==> run_1/floorplan.png <==
Pins as bars on the die edge. Tap cells in gray.
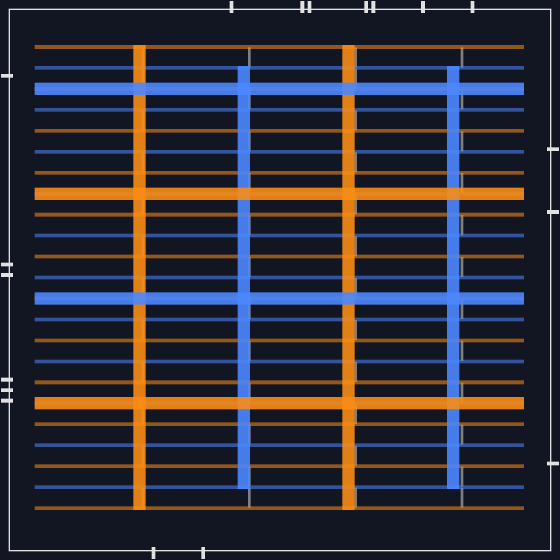
==> run_1/placed.png <==
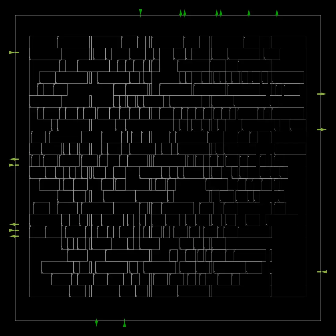
==> run_1/class_map.png <==
Scale bar: 20 µm. Fill, decap, tap and diode cells in gray.
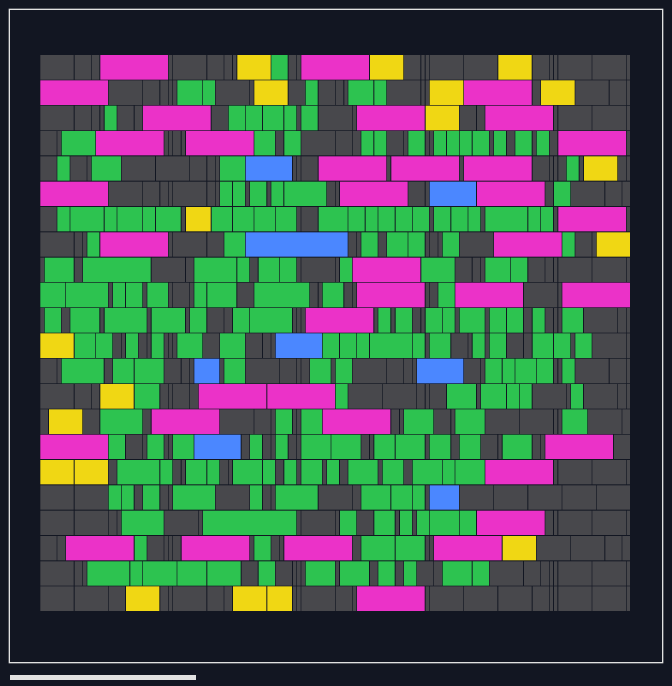
==> src/rtl/conv2_pkg.sv <==
// conv2_pkg: shared types and default geometry for the conv2 scheduler.
//   state_e          : scheduler FSM states
//   IMG_W/IMG_H/K    : input feature-map geometry and kernel size
//   CALC_LAT         : calc-unit valid-in to valid-out latency
//   CREDITS          : downstream output FIFO depth
//   OUT_W/OUT_H/OUT_N: derived output-map geometry
package conv2_pkg;

  typedef enum logic [1:0] {
    IDLE  = 2'd0,
    RUN   = 2'd1,
    DRAIN = 2'd2,
    DONE  = 2'd3
  } state_e;

  localparam int IMG_W    = 12;
  localparam int IMG_H    = 12;
  localparam int K        = 5;
  localparam int CALC_LAT = 8;
  localparam int CREDITS  = 16;

  localparam int OUT_W = IMG_W - K + 1;
  localparam int OUT_H = IMG_H - K + 1;
  localparam int OUT_N = OUT_W * OUT_H;

endpackage

==> src/rtl/conv2_credit_ctr.sv <==
// conv2_credit_ctr: free-slot counter for the downstream output FIFO.
//   clk, rst : clock, synchronous active-high reset (loads CREDITS)
//   dec      : one output issued into the calc pipeline (only when avail)
//   inc      : downstream FIFO popped one entry
//   avail    : at least one credit left
//   ovf      : single-cycle pulse when a pop arrives with all credits home
module conv2_credit_ctr #(
  parameter int CREDITS = conv2_pkg::CREDITS
) (
  input  logic clk,
  input  logic rst,
  input  logic dec,
  input  logic inc,
  output logic avail,
  output logic ovf
);

  localparam int CW = $clog2(CREDITS + 1);
  localparam logic [CW-1:0] FULL = CW'(CREDITS);

  logic [CW-1:0] credit_q, credit_d;

  always_comb begin
    credit_d = credit_q;
    ovf      = 1'b0;
    case ({dec, inc})
      2'b10: credit_d = credit_q - 1'b1;
      2'b01: begin
        // A pop with every credit already returned is a protocol error;
        // the count saturates rather than wrapping.
        if (credit_q == FULL) ovf = 1'b1;
        else                  credit_d = credit_q + 1'b1;
      end
      default: ; // idle, or issue and pop cancel out
    endcase
  end

  always_ff @(posedge clk) begin
    if (rst) credit_q <= FULL;
    else     credit_q <= credit_d;
  end

  assign avail = (credit_q != '0);

endmodule

==> src/rtl/conv2_sched.sv <==
// conv2_sched: conv2 stage scheduler.
//   clk, rst         : clock, synchronous active-high reset
//   start            : frame start pulse, honoured in IDLE only
//   pix_valid        : upstream pixel triplet available
//   pix_ready        : pixel accepted this cycle
//   buf_shift        : advance the 5x5 line buffer (pix_valid & pix_ready)
//   calc_valid       : registered valid strobe to every calc unit
//   out_row, out_col : output position tag, valid with calc_valid
//   calc_done_in     : valid_out from calc unit 0
//   out_pop          : downstream FIFO consumed one entry
//   busy             : frame in RUN or DRAIN
//   done             : one-cycle frame completion pulse
//   err              : sticky protocol error
module conv2_sched #(
  parameter int IMG_W   = conv2_pkg::IMG_W,
  parameter int IMG_H   = conv2_pkg::IMG_H,
  parameter int K       = conv2_pkg::K,
  parameter int CREDITS = conv2_pkg::CREDITS
) (
  input  logic                            clk,
  input  logic                            rst,
  input  logic                            start,
  input  logic                            pix_valid,
  output logic                            pix_ready,
  output logic                            buf_shift,
  output logic                            calc_valid,
  output logic [$clog2(IMG_H-K+1)-1:0]    out_row,
  output logic [$clog2(IMG_W-K+1)-1:0]    out_col,
  input  logic                            calc_done_in,
  input  logic                            out_pop,
  output logic                            busy,
  output logic                            done,
  output logic                            err
);

  import conv2_pkg::*;

  localparam int FRAME_OUTS = (IMG_W - K + 1) * (IMG_H - K + 1);
  localparam int ROW_W  = $clog2(IMG_H + 1);
  localparam int COL_W  = $clog2(IMG_W);
  localparam int OROW_W = $clog2(IMG_H - K + 1);
  localparam int OCOL_W = $clog2(IMG_W - K + 1);
  localparam int CNT_W  = $clog2(FRAME_OUTS + 1);

  localparam logic [ROW_W-1:0] ROW_K1   = ROW_W'(K - 1);
  localparam logic [ROW_W-1:0] ROW_LAST = ROW_W'(IMG_H - 1);
  localparam logic [COL_W-1:0] COL_K1   = COL_W'(K - 1);
  localparam logic [COL_W-1:0] COL_LAST = COL_W'(IMG_W - 1);
  localparam logic [CNT_W-1:0] CNT_ALL  = CNT_W'(FRAME_OUTS);

  state_e state_q, state_d;

  logic [ROW_W-1:0]  row_q, row_d;
  logic [COL_W-1:0]  col_q, col_d;
  logic [CNT_W-1:0]  issued_q, issued_d;
  logic [CNT_W-1:0]  returned_q, returned_d;
  logic              calc_valid_q, calc_valid_d;
  logic [OROW_W-1:0] out_row_q, out_row_d;
  logic [OCOL_W-1:0] out_col_q, out_col_d;
  logic              err_q, err_d;

  logic window_pix, last_pix, accept, issue;
  logic credit_avail, credit_ovf;

  // Current (not yet accepted) pixel position decides stall and issue.
  assign window_pix = (row_q >= ROW_K1) && (col_q >= COL_K1);
  assign last_pix   = (row_q == ROW_LAST) && (col_q == COL_LAST);
  assign accept     = pix_valid & pix_ready;
  assign issue      = accept & window_pix;
  assign buf_shift  = accept;

  conv2_credit_ctr #(
    .CREDITS (CREDITS)
  ) u_credit (
    .clk   (clk),
    .rst   (rst),
    .dec   (issue),
    .inc   (out_pop),
    .avail (credit_avail),
    .ovf   (credit_ovf)
  );

  // NOTE: sequential state uses non-blocking assignments and a synchronous
  // reset sampled on the clock edge, so every flop updates together.
  always_ff @(posedge clk) begin
    if (rst) state_q <= IDLE;
    else     state_q <= state_d;
  end

  // NOTE: every signal written in an always_comb gets a default first, so
  // no path leaves it unassigned and no latch is inferred.
  always_comb begin
    state_d = state_q;
    case (state_q)
      IDLE:    if (start) state_d = RUN;
      RUN:     if (accept && last_pix) state_d = DRAIN;
      // Looking at the incoming return lets done follow the last return
      // by a single cycle.
      DRAIN:   if (returned_d == CNT_ALL) state_d = DONE;
      DONE:    state_d = IDLE;
      default: state_d = IDLE;
    endcase
  end

  always_comb begin
    pix_ready = 1'b0;
    busy      = 1'b0;
    done      = 1'b0;
    case (state_q)
      RUN: begin
        // Only window pixels consume a credit; the rest never stall.
        pix_ready = credit_avail | ~window_pix;
        busy      = 1'b1;
      end
      DRAIN:   busy = 1'b1;
      DONE:    done = 1'b1;
      default: ;
    endcase
  end

  always_comb begin
    row_d        = row_q;
    col_d        = col_q;
    issued_d     = issued_q;
    returned_d   = returned_q;
    out_row_d    = out_row_q;
    out_col_d    = out_col_q;
    calc_valid_d = issue;
    err_d        = err_q;

    if (state_q == IDLE && start) begin
      row_d      = '0;
      col_d      = '0;
      issued_d   = '0;
      returned_d = '0;
    end

    if (accept) begin
      if (col_q == COL_LAST) begin
        col_d = '0;
        row_d = row_q + 1'b1;
      end else begin
        col_d = col_q + 1'b1;
      end
    end

    if (issue) begin
      issued_d  = issued_q + 1'b1;
      out_row_d = OROW_W'(row_q - ROW_K1);
      out_col_d = OCOL_W'(col_q - COL_K1);
    end

    if (calc_done_in) returned_d = returned_d + 1'b1;

    // A return with nothing outstanding, a start mid-frame, or a pop
    // beyond the FIFO depth all latch the error until reset.
    if ((calc_done_in && (returned_q == issued_q)) || (start && busy) || credit_ovf)
      err_d = 1'b1;
  end

  always_ff @(posedge clk) begin
    if (rst) begin
      row_q        <= '0;
      col_q        <= '0;
      issued_q     <= '0;
      returned_q   <= '0;
      calc_valid_q <= 1'b0;
      out_row_q    <= '0;
      out_col_q    <= '0;
      err_q        <= 1'b0;
    end else begin
      row_q        <= row_d;
      col_q        <= col_d;
      issued_q     <= issued_d;
      returned_q   <= returned_d;
      calc_valid_q <= calc_valid_d;
      out_row_q    <= out_row_d;
      out_col_q    <= out_col_d;
      err_q        <= err_d;
    end
  end

  assign calc_valid = calc_valid_q;
  assign out_row    = out_row_q;
  assign out_col    = out_col_q;
  assign err        = err_q;

endmodule

==> config.mk <==
export PLATFORM = sky130hd
export DESIGN_NAME = conv2_sched
export DESIGN_NICKNAME = d
export VERILOG_FILES = /design/src/rtl/conv2_pkg.sv /design/src/rtl/conv2_credit_ctr.sv /design/src/rtl/conv2_sched.sv
export SDC_FILE = /design/constraint.sdc
export NUM_CORES = 1
export LEC_CHECK = 0
export CORE_MARGIN = 3
export CORE_UTILIZATION = 50
export CTS_CLUSTER_SIZE = 40
export DETAILED_ROUTE_END_ITERATION = 6
export PLACE_DENSITY = 0.71
export SYNTH_ARGS = -nofsm -noshare
export SYNTH_HDL_FRONTEND = slang
export SYNTH_SLANG_ARGS = --single-unit
==> constraint.sdc <==
create_clock -name clk -period 8.1 [get_ports clk]
set_input_delay 0.81 -clock clk [delete_from_list [all_inputs] [get_ports clk]]
set_output_delay 0.81 -clock clk [all_outputs]
set_load 0.02 [all_outputs]
==> results.txt, run 1 <==
Synthesis and place-and-route results.

- The portion of total power attributed to sequential cells is 0.363.
- The count of cell types in the netlist is around 40.
- The count of routing violations after the opening detailed-route iteration is 75.
- The final worst slack is roughly 4.7 ns.
- The count of cells resized by post-cts repair is 0.
- The launch point of the critical path was reported as u_credit.credit_q[0].
- The number of endpoints with negative hold slack in the final report is 0.
- The count of flip-flops with a built-in enable after synthesis is 0.
- Looking at the post-CTS report, the setup buffer insertion count equals 0.
- The timing report gives the clock slew at the launch and capture registers of the worst setup and hold paths as ~0.080 ns.
- For the worst setup path, the data arrival time is 2.61 ns.
- The cell area after synthesis is slightly above 0.002 mm².
- The number of synthesized register bits is 37.
- The startpoint identified for the worst register-to-register timing path is u_credit.credit_q[0].
- The maximum root-to-sink buffer count is 2.
- The startpoint class of the critical path is a flip-flop.
- The main area contributors are dfxtp_1 36%, ha_1 7.3%, a21oi_1 5.4%.
- The synthesized-area fraction occupied by xor and xnor cells is 0.07678.
- The final weighted congestion in routability-driven placement is between 0.8 and 0.9.
- In the power breakdown, the internal column shows 393.2 µW.
- Subtracting the final worst setup slack from the clock period gives ~3.4 ns.
- The count of instantiated cells in the yosys netlist is roughly 250.
- In this run, the synthesized area fraction spent on and/or/nand/nor cells is recorded as 0.2407.
- The die height is ~70 µm.
- TritonCTS built the clock tree.
- The portion of the clock cycle consumed by the worst path in the final layout is 0.4228.
- Per the synthesis report, the adder-cell share of the synthesized area is 0.08288.
- The count of tool warnings is 30.
- The die covers approximately 0.005 mm².
- The endpoint of the lowest-slack register-to-register path is u_credit.credit_q[4].
- Per the layout area report, the register area comes to roughly 740 µm².
- The synthesized design spends more area on one cell type than any other, namely dfxtp_1.
- The net switching power in the latest report is around 220 µW.
- The capture point of the worst path is buf_shift.
- Entering global routing, the biggest net connects 36 pins.
- The endpoint kind of the worst setup timing path is an output port.
- The antenna diode instance count is 0.
- The most frequent logic cell in the layout is dfxtp_1.
- After technology mapping, the gate count stands at 247.
- The final sum of negative setup slack is 0 ns.
- The synthesized area divided by synthesized cell count is slightly above 8 µm².
- The leakage power in the latest report is 0.8969 nW.
- The hold-fix buffer count after cts is 0.
- The worst slack at placement is 4.413 ns.
- The all-layer global routing usage is 0.1861.
- The run finished with clean final reports.
- The worst hold path belongs to the class reg2reg.
- The dominant kind of combinational cell is simple AND/OR/NAND/NOR gates.
- The growth of design area from synthesis to finish is 15.60%.
- The final setup skew is ~0.0028 ns.
- The cell at the root of the clock tree is clkbuf_8.
- The peak clock frequency supported by timing is 292.0 MHz.
- The first-pass GRT wire length is roughly 7.5 mm.
- The max-slew check reports its worst relative slack as 0.5783.
- Buffers placed on the I/O ports in this run total 17.
- During I/O placement, the number of pins put on the boundary was 18.
- The sum of routed wire length over all layers is approximately 4.2 mm.
- In this run the maximum-capacitance check reported violations numbering 0.
- The share of Yosys cell area claimed by the top area cell type is 0.3608.
- The register-to-register path setup slack is ~5.0 ns.
- The number of global-route vias before repair is 1639.
- The sequential-to-total area share from yosys stat is 0.3608.
- The worst setup path is of the reg2out kind.
- The starting utilization of the core area is 0.5405.
- Measured in cells, the most critical reg-to-reg path has a length of 9.
- Per the timing report, the biggest fanout along the worst path comes to 8.
- Per the OpenROAD floorplan log, the width of the die is around 70 µm.
- Per the synthesis report, the AND-OR/OR-AND share of the synthesized area is 0.1743.
- In the layout the commonest cells are 37 x dfxtp_1, 27 x nor2_1, 24 x nand2_1, 22 x a21oi_1, 17 x clkdlybuf4s50_1.
- The filler cell count in the final layout is about 350.
- Setup repair after global routing left no endpoint under its margin.
- The required time at the endpoint of the critical path is 7.29 ns.
- The clock reaches the later pin of the worst-skew pair after around 0.29 ns.
- The max-slew violation count is 0.
- The worst voltage drop across the vdd grid is 0.1732 mV.
- For this run, asynchronously set or reset flops after synthesis account for 0.
- The clock tree synthesis step divided the H-tree into 2 levels.
- The count of vias placed by the detailed router is 1727.
- Synthesis produced a netlist with a net count of roughly 270.
- The clock sink count is 37.
- For this run, the chip area from Yosys synthesis comes to between 0.002 and 0.0025 mm².
- For this run the aggregate overflow at the end of global routing stands at 0.
About floorplan.png:
- blue: VDD
- orange: VSS
- met5 straps: 4
- tap cells: 48
- signal pins: 18

About placed.png:
Finished Layout Cells: 312
final core utilization: 0.6248
tap cells: 48
std cell rows: 22
sequential share of cell area: 0.3121

About class_map.png:
- blue: clock drivers and dummy loads (cells 8; share of their area 5.0%)
- green: remaining logic cells (cells 200; share of their area 55%)
- magenta: registers (cells 37; share of their area 32%)
- yellow: remaining buffers and delay cells (cells 19; share of their area 8.0%)
post-route cell area: 0.002374 mm²
floorplan core area: 0.003799 mm²

==> run 1: final cells by class <==
cell class / instances / area share
multi-input cells: 190 / 0.5203
repair buffers: 19 / 0.07802
flip-flops and latches: 37 / 0.3121
clock inverters: 3 / 0.01950
well taps: 48 / 0.02530
inverters: 10 / 0.01581
clock buffers: 5 / 0.02899
==> run 1: worst max-delay path: stages, from the launching register on <==
cell and delay, ns:
dfxtp_1 0.36, or4_1 0.63, o31ai_2 0.56, inv_1 0.18, clkdlybuf4s50_1 0.58
==> run 1: stage by stage <==
| stage | power (mW) | instance area [µm²] | instances | hold slack (ns) | util |
|---|---|---|---|---|---|
| floorplan | 0.3956 | 2053 | 247 | 0.4572 | - |
| global placement | 0.4514 | 2258 | 304 | 0.4455 | 0.5945 |
| detailed placement | 0.4564 | 2258 | 304 | 0.4507 | 0.5945 |
| CTS | 0.6212 | 2374 | 312 | 0.4620 | 0.6248 |
| global route | 0.6586 | 2374 | 312 | 0.4934 | 0.6248 |
| finish | 0.6145 | 2374 | 312 | 0.4573 | 0.6248 |
==> run 1: synthesized netlist by cell type (2+ instances only) <==
cell and count:
a211o_1 2, a211oi_1 8, a21oi_1 22, a31oi_1 2, and2_1 6, buf_4 2
clkbuf_1 8, dfxtp_1 37, ha_1 12, inv_1 10, mux2i_1 5, nand2_1 24
nand2b_1 2, nand3_1 10, nand3b_1 2, nand4_1 4, nor2_1 27, nor2b_1 7
nor3_1 8, nor4_1 3, o21a_1 2, o21ai_0 9, or3_1 2, xnor2_1 10
xor2_1 8
==> run 1: state kept, by name, indices dropped and copies added, names as in the netlist <==
signal,count
col_q,4
u_credit.credit_q,5
out_row,3
row_q,4
issued_q,7
out_col,3
returned_q,7
state_q,2
err,1
calc_valid,1
==> run 1: worst min path at each step <==
stage	start	endpoint	slack [ns]	cells after the start
3_3_place_gp	out_col[0]	out_col[0]	0.45	2
6_report	out_col[1]	out_col[1]	0.46	2
5_1_grt	out_col[1]	out_col[1]	0.49	2
2_1_floorplan	issued_q[6]	issued_q[6]	0.46	1
3_5_place_dp	out_col[1]	out_col[1]	0.45	2
4_1_cts	out_col[1]	out_col[1]	0.46	2
==> run 1: power by group through the flow <==
stage,Combinational [mW],Clock (mW),Sequential (mW)
final,0.227,0.164,0.223
after global routing,0.258,0.174,0.227
after CTS,0.231,0.167,0.223
after detailed placement,0.229,0,0.228
after global placement,0.224,0,0.227
after floorplan,0.174,0,0.221
==> run 1: cell families after synthesis <==
logic type,after synthesis
muxes,5
DFF,37
xor gates and xnor gates,18
AOI/OAI and AO/OA,53
adders and majority gates,13
buffers and inverters,20
and+or+nand+nor,101
==> run 1: per-layer routing <==
layer  up-vias  GRT usage  part of all wire
li1        895          -                 -
met1       797     0.2504              0.49
met2        30     0.2949              0.46
met3         5    0.04748             0.034
met4         0    0.05106             0.012
met5         -          0                 0
## Run 2: what changed since run 1
PLACE_DENSITY = 0.73   (was 0.71)
clock period = 2.9 ns   (was 8.1 ns; I/O delays follow)
==> run_2/m2.png <==
Scale bar: 20 µm.
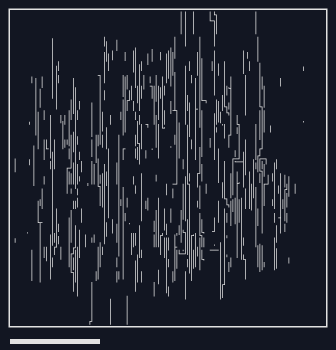
- nets with wire on the layer: 228
- longest straight run: 26.9 µm
global routing met2 resource utilization: 0.2770
total wire length: 4.138 mm
number of vias in the routed layout: 1731

==> run 2 against run 1 <==
Via count grew 0.23%. Wire length shrank 0.34%. Non-clock buffer count grew 7. Clock skew is essentially flat. Largest power group unchanged. Sequential power grew to 2.8 times the previous value. Die size is the same. Register-to-register slack lost 4.8 ns.
==> results.txt, run 2 <==
Synthesis and place-and-route results.

- Outcome: finished, final reports clean (unchanged).
- The worst hold path endpoint is out_col[0] (was out_col[1]).
- The most used standard cell by instance count after synthesis is dfxtp_1 (unchanged).
- The maximum single-stage delay on the critical path is 0.50 ns (was 0.63 ns).
- RSZ-0062 raised after global routing: no (unchanged).
- The headroom to the max-slew limit was 0.6161 (was 0.5783).
- The max-slew violation count is 0 (unchanged).
- In the finished design, the share of the clock period the worst path needs comes to 0.9278.
- The worst voltage drop across the vdd grid is 0.4632 mV (was 0.1732 mV).
- Commonest cells post-synth: 37 x dfxtp_1, 27 x nor2_1, 24 x nand2_1, 22 x a21oi_1, 12 x ha_1 (unchanged).
- For the finished layout, the period the worst path requires is approximately 2.7 ns.
- The met1 layer wirelength in the final routing is 2.104 mm (was 2.048 mm).
- The maximum fanout encountered on the critical timing path is 4 (was 8).
- The all-layer global routing usage is 0.1808 (was 0.1861).
- The family with the most delay on the worst path is simple AND/OR/NAND/NOR gates (was buffers and inverters).
- The arrival time of data at the critical path endpoint is 2.91 ns (was 2.61 ns).
- The endpoint kind of the worst setup timing path is a flip-flop (was output port).
- The most frequent logic cell in the layout is dfxtp_1 (unchanged).
- The share of Yosys cell area claimed by the top area cell type is 0.3608 (unchanged).
- Commonest non-fill, non-tap cells in the layout: 35 x dfxtp_1, 27 x nor2_1, 24 x nand2_1, 22 x a21oi_1, 17 x clkdlybuf4s50_1 (was 37 x dfxtp_1, 27 x nor2_1, 24 x nand2_1, 22 x a21oi_1, 17 x clkdlybuf4s50_1).
- The count of routing violations after the opening detailed-route iteration came to 111 (was 75).
- The critical hold path startpoint is out_col[0] (was out_col[1]).
- The number of synthesized register bits was 37 (unchanged).
- The core area is 0.003799 mm² (unchanged).
- The antenna diode instance count is 0 (unchanged).
- The beginning of the worst register-to-register path is state_q[0] (was u_credit.credit_q[0]).
- The maximum root-to-sink buffer count came to 2 (unchanged).
- The endpoint of the lowest-slack register-to-register path is state_q[1] (was u_credit.credit_q[4]).
- The count of cell types in the netlist was 40 (unchanged).
- The cell at the root of the clock tree is clkbuf_8 (unchanged).
- The portion of total power attributed to sequential cells was 0.361 (was 0.363).
- The count of cells resized by post-cts repair is 0 (unchanged).
- The standard cell area after detailed placement came to 0.002306 mm² (was 0.002258 mm²).
- Largest registers: issued_q: 7 flops, returned_q: 7 flops, u_credit.credit_q: 5 flops (unchanged).
- The final sum of negative setup slack is 0 ns (unchanged).
- The count of tool warnings is 30 (unchanged).
- The count of flip-flops with a built-in enable after synthesis is 0 (unchanged).
- The number of global-route vias before repair is 1614 (was 1639).
- The highest-delay cell along the critical path is or4b_1 (was or4_1).
- The starting utilization of the core area is 0.5405 (unchanged).
- Critical path, cell by cell: inv_1, ha_1, nand2_1, and2_1, ha_2, xnor2_1, or4b_1, a211o_1, a2111oi_4, mux2i_1 (was or4_1, o31ai_2, inv_1, clkdlybuf4s50_1).
- The total cell area reported by yosys after synthesis is 0.002053 mm² (unchanged).
- The class of the tightest hold or removal check is reg2reg (unchanged).
- The hold-fix buffer count after cts came to 0 (unchanged).
- The share of synthesized registers carrying an async set or reset came to 0 (unchanged).
- The synthesized area divided by synthesized cell count was 8.313 µm² (unchanged).
- The number of instances in the synthesized netlist came to 247 (unchanged).
- Largest cells by area after synthesis: dfxtp_1 36%, ha_1 7.3%, a21oi_1 5.4% (unchanged).
- The peak clock frequency supported by timing is ~370 MHz.
- The number of endpoints with negative hold slack in the final report is 0 (unchanged).
- The startpoint class of the critical path was a flip-flop (unchanged).
- The final non-filler cell area is 0.002427 mm² (was 0.002374 mm²).
- The worst hold path cell count is 2 (unchanged).
- The die boundary width is 70.08 µm (unchanged).
- The total die size came to 0.004911 mm² (unchanged).
- The number of H-tree levels is 2 (unchanged).
- The leading area contributor after synthesis is dfxtp_1 (unchanged).
- The number of buffers inserted by port buffering is 17 (unchanged).
- The final hold slack came to 0.4550 ns (was 0.4573 ns).
- The clock-pin slew of the registers on the worst-case setup and hold paths is 0.07 ns (was 0.08 ns).
- The leakage power came to 0.9311 nW (was 0.8969 nW).
- The number of standard-cell rows in the floorplan is 22 (unchanged).
- The sequential-to-total area share from yosys stat is 0.3608 (unchanged).
- The final setup skew is 0.002831 ns (was 0.002766 ns).
- The cell area after synthesis is 0.002053 mm² (unchanged).
- The total of max-cap violations came to 0 (unchanged).
- The logic depth of the worst register-to-register path was 10 (was 9).
- The first-pass GRT wire length is 7.279 mm (was 7.521 mm).
- The switching power summed over all nets is 593.6 µW (was 221.3 µW).
- The growth of design area from synthesis to finish is 18.22% (was 15.60%).
- The final worst slack is 0.2093 ns (was 4.675 ns).
- The internal power component came to 1.142 mW (was 393.2 µW).
- The detailed route wirelength on metal2 came to 1.801 mm (was 1.911 mm).
- The residual overflow from global routing was 0 (unchanged).
==> run_2/placed.png <==
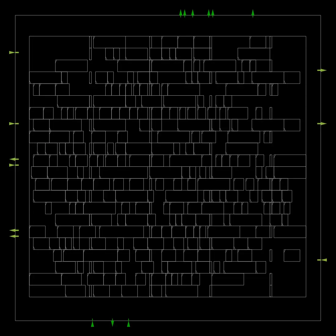
final core utilization: 0.6390
number of sequential storage elements: 37
sequential share of cell area: 0.3062
number of fillers in the final layout: 342
Finished Layout Cells: 319

==> run 2: metal layers <==
layer | vias to the layer above | GRT usage
met5 | - | 0
met4 | 0 | 0.06596
met3 | 8 | 0.04460
met2 | 30 | 0.2770
met1 | 789 | 0.2456
li1 | 904 | -
==> run 2: power groups by stage <==
| stage | Combinational [mW] | Sequential [mW] | Clock, mW |
|---|---|---|---|
| floorplan | 0.486 | 0.619 | 0 |
| global placement | 0.644 | 0.631 | 0 |
| detailed placement | 0.649 | 0.634 | 0 |
| CTS | 0.651 | 0.622 | 0.475 |
| global route | 0.723 | 0.637 | 0.493 |
| finish | 0.645 | 0.626 | 0.465 |
==> run 2: cells by family (layout without fill, tap and decap cells) <==
group	Yosys count	in the layout	share of synthesized area
adders and majority gates	13	13	0.08287
buffers and inverters	20	44	0.04022
and+or+nand+nor	101	101	0.2407
DFF	37	37	0.3608
muxes	5	5	0.02438
xor gates and xnor gates	18	18	0.07678
AOI/OAI and AO/OA	53	53	0.1743
==> run 2: through the flow <==
stage | total power [mW] | util
finish | 1.736 | 0.6390
global placement | 1.275 | 0.6070
detailed placement | 1.283 | 0.6070
CTS | 1.748 | 0.6377
global route | 1.853 | 0.6390
floorplan | 1.105 | -
==> run 2: layout make-up <==
type                    instances  area [µm²]
fillers                       342        1371
multi-input cells             190        1232
flip-flops and latches         37       743.2
repair buffers                 26       237.7
clock buffers                   7       86.33
well taps                      48       60.06
inverters                      10       37.54
clock inverters                 1       30.03
==> run 2: worst max path at each step <==
stage / from / slack, ns / cells after the start / end
floorplan: state_q[0] / 0.17 / 10 / state_q[1]
global placement: start / 0.04 / 9 / state_q[1]
detailed placement: start / -0.02 / 9 / state_q[1]
CTS: state_q[0] / 0.06 / 10 / state_q[1]
global route: u_credit.credit_q[0] / 0.03 / 9 / u_credit.credit_q[4]
finish: state_q[0] / 0.21 / 10 / state_q[1]
==> run 2: worst register-to-register path: cells and delay by family, from the launching register on <==
| kind | cells | cell delay, ns |
|---|---|---|
| buffers and inverters | 1 | 0.08 |
| AND/OR/NAND/NOR | 3 | 0.80 |
| flip-flops | 1 | 0.36 |
| XOR/XNOR | 1 | 0.08 |
| adder cells (fa/ha/maj) | 2 | 0.46 |
| AND-OR/OR-AND | 2 | 0.63 |
| multiplexers | 1 | 0.21 |
## Run 3: what changed since run 2
CAP_MARGIN = 20   (was default)
==> run 3 against run 2 <==
Utilization unchanged. Clock skew unchanged. Cell count unchanged. Hold slack is the same. Sequential power about the same. Global-route usage stayed put. Synthesized cell count unchanged. Highest routed layer unchanged.
==> results.txt, run 3 <==
Synthesis and place-and-route results.

- The number of instances in the synthesized netlist came to 247 (unchanged).
- The synthesized area divided by synthesized cell count was 8.313 µm² (unchanged).
- Largest registers: issued_q: 7 flops, returned_q: 7 flops, u_credit.credit_q: 5 flops (unchanged).
- The detailed-router iteration count before antenna repair was 4 (unchanged).
- RSZ-0062 raised after global routing: no (unchanged).
- The cell area after synthesis is 0.002053 mm² (unchanged).
- The final weighted congestion in routability-driven placement was 0.8076 (unchanged).
- The peak clock frequency supported by timing was 371.6 MHz (unchanged).
- The power share of the combinational group is 0.372 (about the same).
- The maximum single-stage delay on the critical path is 0.50 ns (about the same).
- The hold-fix buffer count after cts is 0 (unchanged).
- The portion of total power attributed to sequential cells is 0.361 (about the same).
- The growth of design area from synthesis to finish is 18.22% (unchanged).
- The internal power component is 1.142 mW (unchanged).
- Largest cells by area after synthesis: dfxtp_1 36%, ha_1 7.3%, a21oi_1 5.4% (unchanged).
- The number of buffers inserted by port buffering is 17 (unchanged).
- The overall power came to 1.736 mW (unchanged).
- The number of synthesized register bits was 37 (unchanged).
- The net switching share of the total power was 0.3420 (unchanged).
- The core area is 0.003799 mm² (unchanged).
- The power per unit of standard cell area is 715.1 mW/mm² (unchanged).
- The main flop type after synthesis is dfxtp_1 (unchanged).
- The area of the multi-input gates is 0.001232 mm² (unchanged).
- The total of max-cap violations came to 0 (unchanged).
- The headroom to the max-slew limit is 0.6161 (unchanged).
- The count of flip-flops with a built-in enable after synthesis was 0 (unchanged).
- The sum of routed wire length over all layers came to 4.138 mm (unchanged).
- The synthesized-area fraction occupied by xor and xnor cells is 0.07678 (unchanged).
- The synthesized-area fraction occupied by ao, oa, aoi and oai cells is 0.1743 (unchanged).
- The final-stage net count is 289 (unchanged).
- The most frequent logic cell in the layout is dfxtp_1 (unchanged).
- The time the final worst path needs with I/O delays and setup came to 2.691 ns (unchanged).
- The startpoint class of the critical path is a flip-flop (unchanged).
- The starting utilization of the core area is 0.5405 (unchanged).
- The number of endpoints with negative hold slack in the final report was 0 (unchanged).
- The count of antenna-violating nets left after detailed routing was 0 (unchanged).
- The final non-filler cell total is 319 (unchanged).
- The most used standard cell by instance count after synthesis is dfxtp_1 (unchanged).
- Critical path, cell by cell: inv_1, ha_1, nand2_1, and2_1, ha_2, xnor2_1, or4b_1, a211o_1, a2111oi_4, mux2i_1 (unchanged).
- The number of vias per cell after detailed routing is 5.426 (unchanged).
- The total die size is 0.004911 mm² (unchanged).
- The residual overflow from global routing is 0 (unchanged).
- The critical path start-end classification was reg2reg (unchanged).
- The fraction of final layout cells with drive strength greater than 1 came to 0.08856 (unchanged).
- The count of vias placed by the detailed router was 1731 (unchanged).
- The initial antenna violation count is 0 (unchanged).
- The count of cell types in the netlist is 40 (unchanged).
- The max-slew violation count came to 0 (unchanged).
- The total cell area reported by yosys after synthesis was 0.002053 mm² (unchanged).
- Outcome: finished, final reports clean (unchanged).
- The post-synthesis adder-cell area fraction came to 0.08288 (unchanged).
- The sequential-to-total area share from yosys stat was 0.3608 (unchanged).
- The final sum of negative setup slack is 0 ns (unchanged).
- The leading area contributor after synthesis is dfxtp_1 (unchanged).
- The number of post-CTS setup repair buffers came to 0 (unchanged).
- Commonest cells post-synth: 37 x dfxtp_1, 27 x nor2_1, 24 x nand2_1, 22 x a21oi_1, 12 x ha_1 (unchanged).
- The number of global-route vias before repair is 1614 (unchanged).
- The count of instantiated cells in the yosys netlist was 247 (unchanged).
- The switching power summed over all nets came to 593.6 µW (unchanged).
- The endpoint kind of the worst setup timing path was a flip-flop (unchanged).
- The number of standard-cell rows in the floorplan came to 22 (unchanged).
- The arrival time of data at the critical path endpoint is 2.91 ns (about the same).
- The placed instance count was 311 (unchanged).
- The maximum fanout encountered on the critical timing path is 4 (unchanged).
- The required time at the endpoint of the critical path is 3.12 ns (about the same).
- The leakage power was 0.9311 nW (unchanged).
- The worst voltage drop across the vdd grid is 0.4632 mV (unchanged).
- The share of synthesized registers carrying an async set or reset was 0 (unchanged).
- The register area is 743.2 µm² (unchanged).
- The maximum root-to-sink buffer count is 2 (unchanged).
- Commonest non-fill, non-tap cells in the layout: 35 x dfxtp_1, 27 x nor2_1, 24 x nand2_1, 22 x a21oi_1, 17 x clkdlybuf4s50_1 (unchanged).
- The highest-delay cell along the critical path is or4b_1 (unchanged).
- The core occupancy in the finished layout is 0.6390 (unchanged).
- The clock-pin slew of the registers on the worst-case setup and hold paths is 0.07 ns (about the same).
- The clock tree from TritonCTS was done (unchanged).
- The class of the tightest hold or removal check is reg2reg (unchanged).
- The final HPWL from detailed placement is 3.040 mm (unchanged).
- The count of routing violations after the opening detailed-route iteration is 111 (unchanged).
- The clock sink count is 37 (unchanged).
- The die boundary width is 70.08 µm (unchanged).
- The die height is 70.08 µm (unchanged).
- The first-pass GRT wire length is 7.279 mm (unchanged).
- The net count after synthesis was 266 (unchanged).
- The maximum number of pins on one net before global-route repair came to 26 (unchanged).
- The antenna diode instance count is 0 (unchanged).
- The filler cell count in the final layout was 342 (unchanged).
- The DRC violation count after routing is 0 (unchanged).
- The post-synthesis simple-gate area fraction is 0.2407 (unchanged).
- The count of tool warnings is 30 (unchanged).
- The dominant kind of combinational cell is simple AND/OR/NAND/NOR gates (unchanged).
- The number of buffers created by CTS is 5 (unchanged).
- The cell at the root of the clock tree is clkbuf_8 (unchanged).
- The number of H-tree levels is 2 (unchanged).
- The post-synthesis mux area share came to 0.02438 (unchanged).
- The Yosys warning count is 0 (unchanged).
- The portion of the clock cycle consumed by the worst path in the final layout is 0.9278 (unchanged).
- The count of final setup violators is 0 (unchanged).
- The top-level I/O count is 18 (unchanged).
- The count of cells resized by post-cts repair came to 0 (unchanged).
- The all-layer global routing usage is 0.1808 (unchanged).
- The share of Yosys cell area claimed by the top area cell type came to 0.3608 (unchanged).
## run 3: logic make-up (layout without fill, tap and decap cells)
kind of cell             count (synthesis)  after routing
AND/OR/NAND/NOR                        101            101
XOR/XNOR                                18             18
multiplexers                             5              5
AND-OR/OR-AND                           53             53
flip-flops                              37             37
adder cells (fa/ha/maj)                 13             13
buffers and inverters                   20             44
## run 3: cell type report
type	count	area share
Clock inverter	1	0.01237
Tap cell	48	0.02474
Clock buffer	7	0.03557
Inverter	10	0.01546
Sequential cell	37	0.3062
Multi-Input combinational cell	190	0.5077
Timing Repair Buffer	26	0.09794
## run 3: power by group through the flow
stage,sequential (mW),combinational (mW),clock [mW]
floorplan,0.619,0.486,0
global placement,0.631,0.644,0
detailed placement,0.634,0.649,0
CTS,0.622,0.651,0.475
global route,0.637,0.723,0.493
finish,0.626,0.645,0.465
## run 3: layer usage
| layer | routed length, µm | up-vias | GRT usage |
|---|---|---|---|
| met5 | 0 | - | 0 |
| met4 | 74 | 0 | 0.06596 |
| met3 | 157 | 8 | 0.04460 |
| met2 | 1801 | 30 | 0.2770 |
| met1 | 2104 | 789 | 0.2456 |
| li1 | - | 904 | - |
## run 3: path summary, 6_finish.rpt
kind / startpoint / endpoint / slack (ns) / depth (start not counted)
worst min-delay path: out_col[0] / out_col[0] / 0.45 / 2
worst max-delay path: state_q[0] / state_q[1] / 0.21 / 10
worst min register to register: out_col[0] / out_col[0] / 0.45 / 2
worst max register to register: state_q[0] / state_q[1] / 0.21 / 10
## run 3: per-stage QoR
stage,cell area (µm²),hold WS [ns],setup WS (ns)
2_1_floorplan,2053,0.4572,0.1678
4_1_cts,2422,0.4568,0.05918
5_1_grt,2427,0.4805,0.02840
3_3_place_gp,2306,0.4435,0.03568
6_report,2427,0.4550,0.2093
3_5_place_dp,2306,0.4466,-0.01936
## run 3: critical path: cells and delay by family (launching register included)
family | cells | cell delay, ns
flip-flops | 1 | 0.36
XOR/XNOR | 1 | 0.08
buffers and inverters | 1 | 0.08
AND-OR/OR-AND | 2 | 0.63
multiplexers | 1 | 0.21
adder cells (fa/ha/maj) | 2 | 0.46
AND/OR/NAND/NOR | 3 | 0.80
==> run_3/placed.png <==
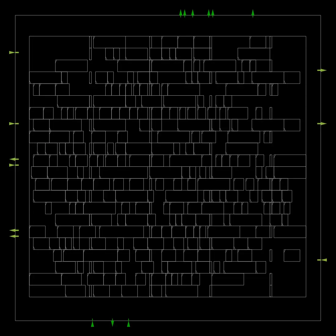

==> run_3/clock_wires.png <==
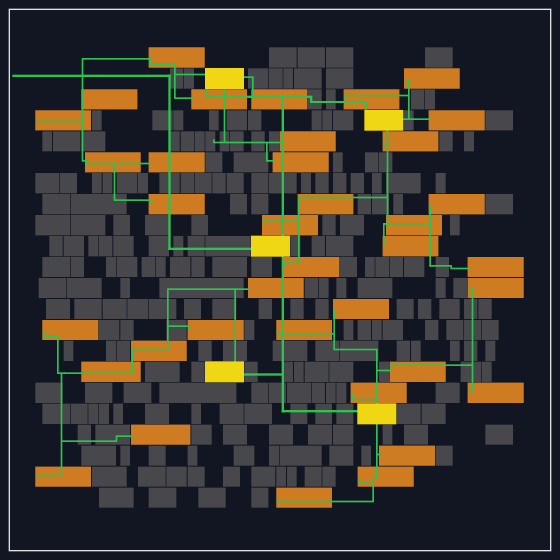
- green: clock wires (length 485 µm)
- orange: flip-flops (count 37)
- yellow: clock-net drivers (count 5)
- flops lie: all over the die
proportion of power drawn by the clock network: 0.268
worst clock skew: 0.002831 ns
P_clk: 465 µW
clock latency on the worst-skew pair: 0.29 ns

Power and IR drop assume default switching activity.
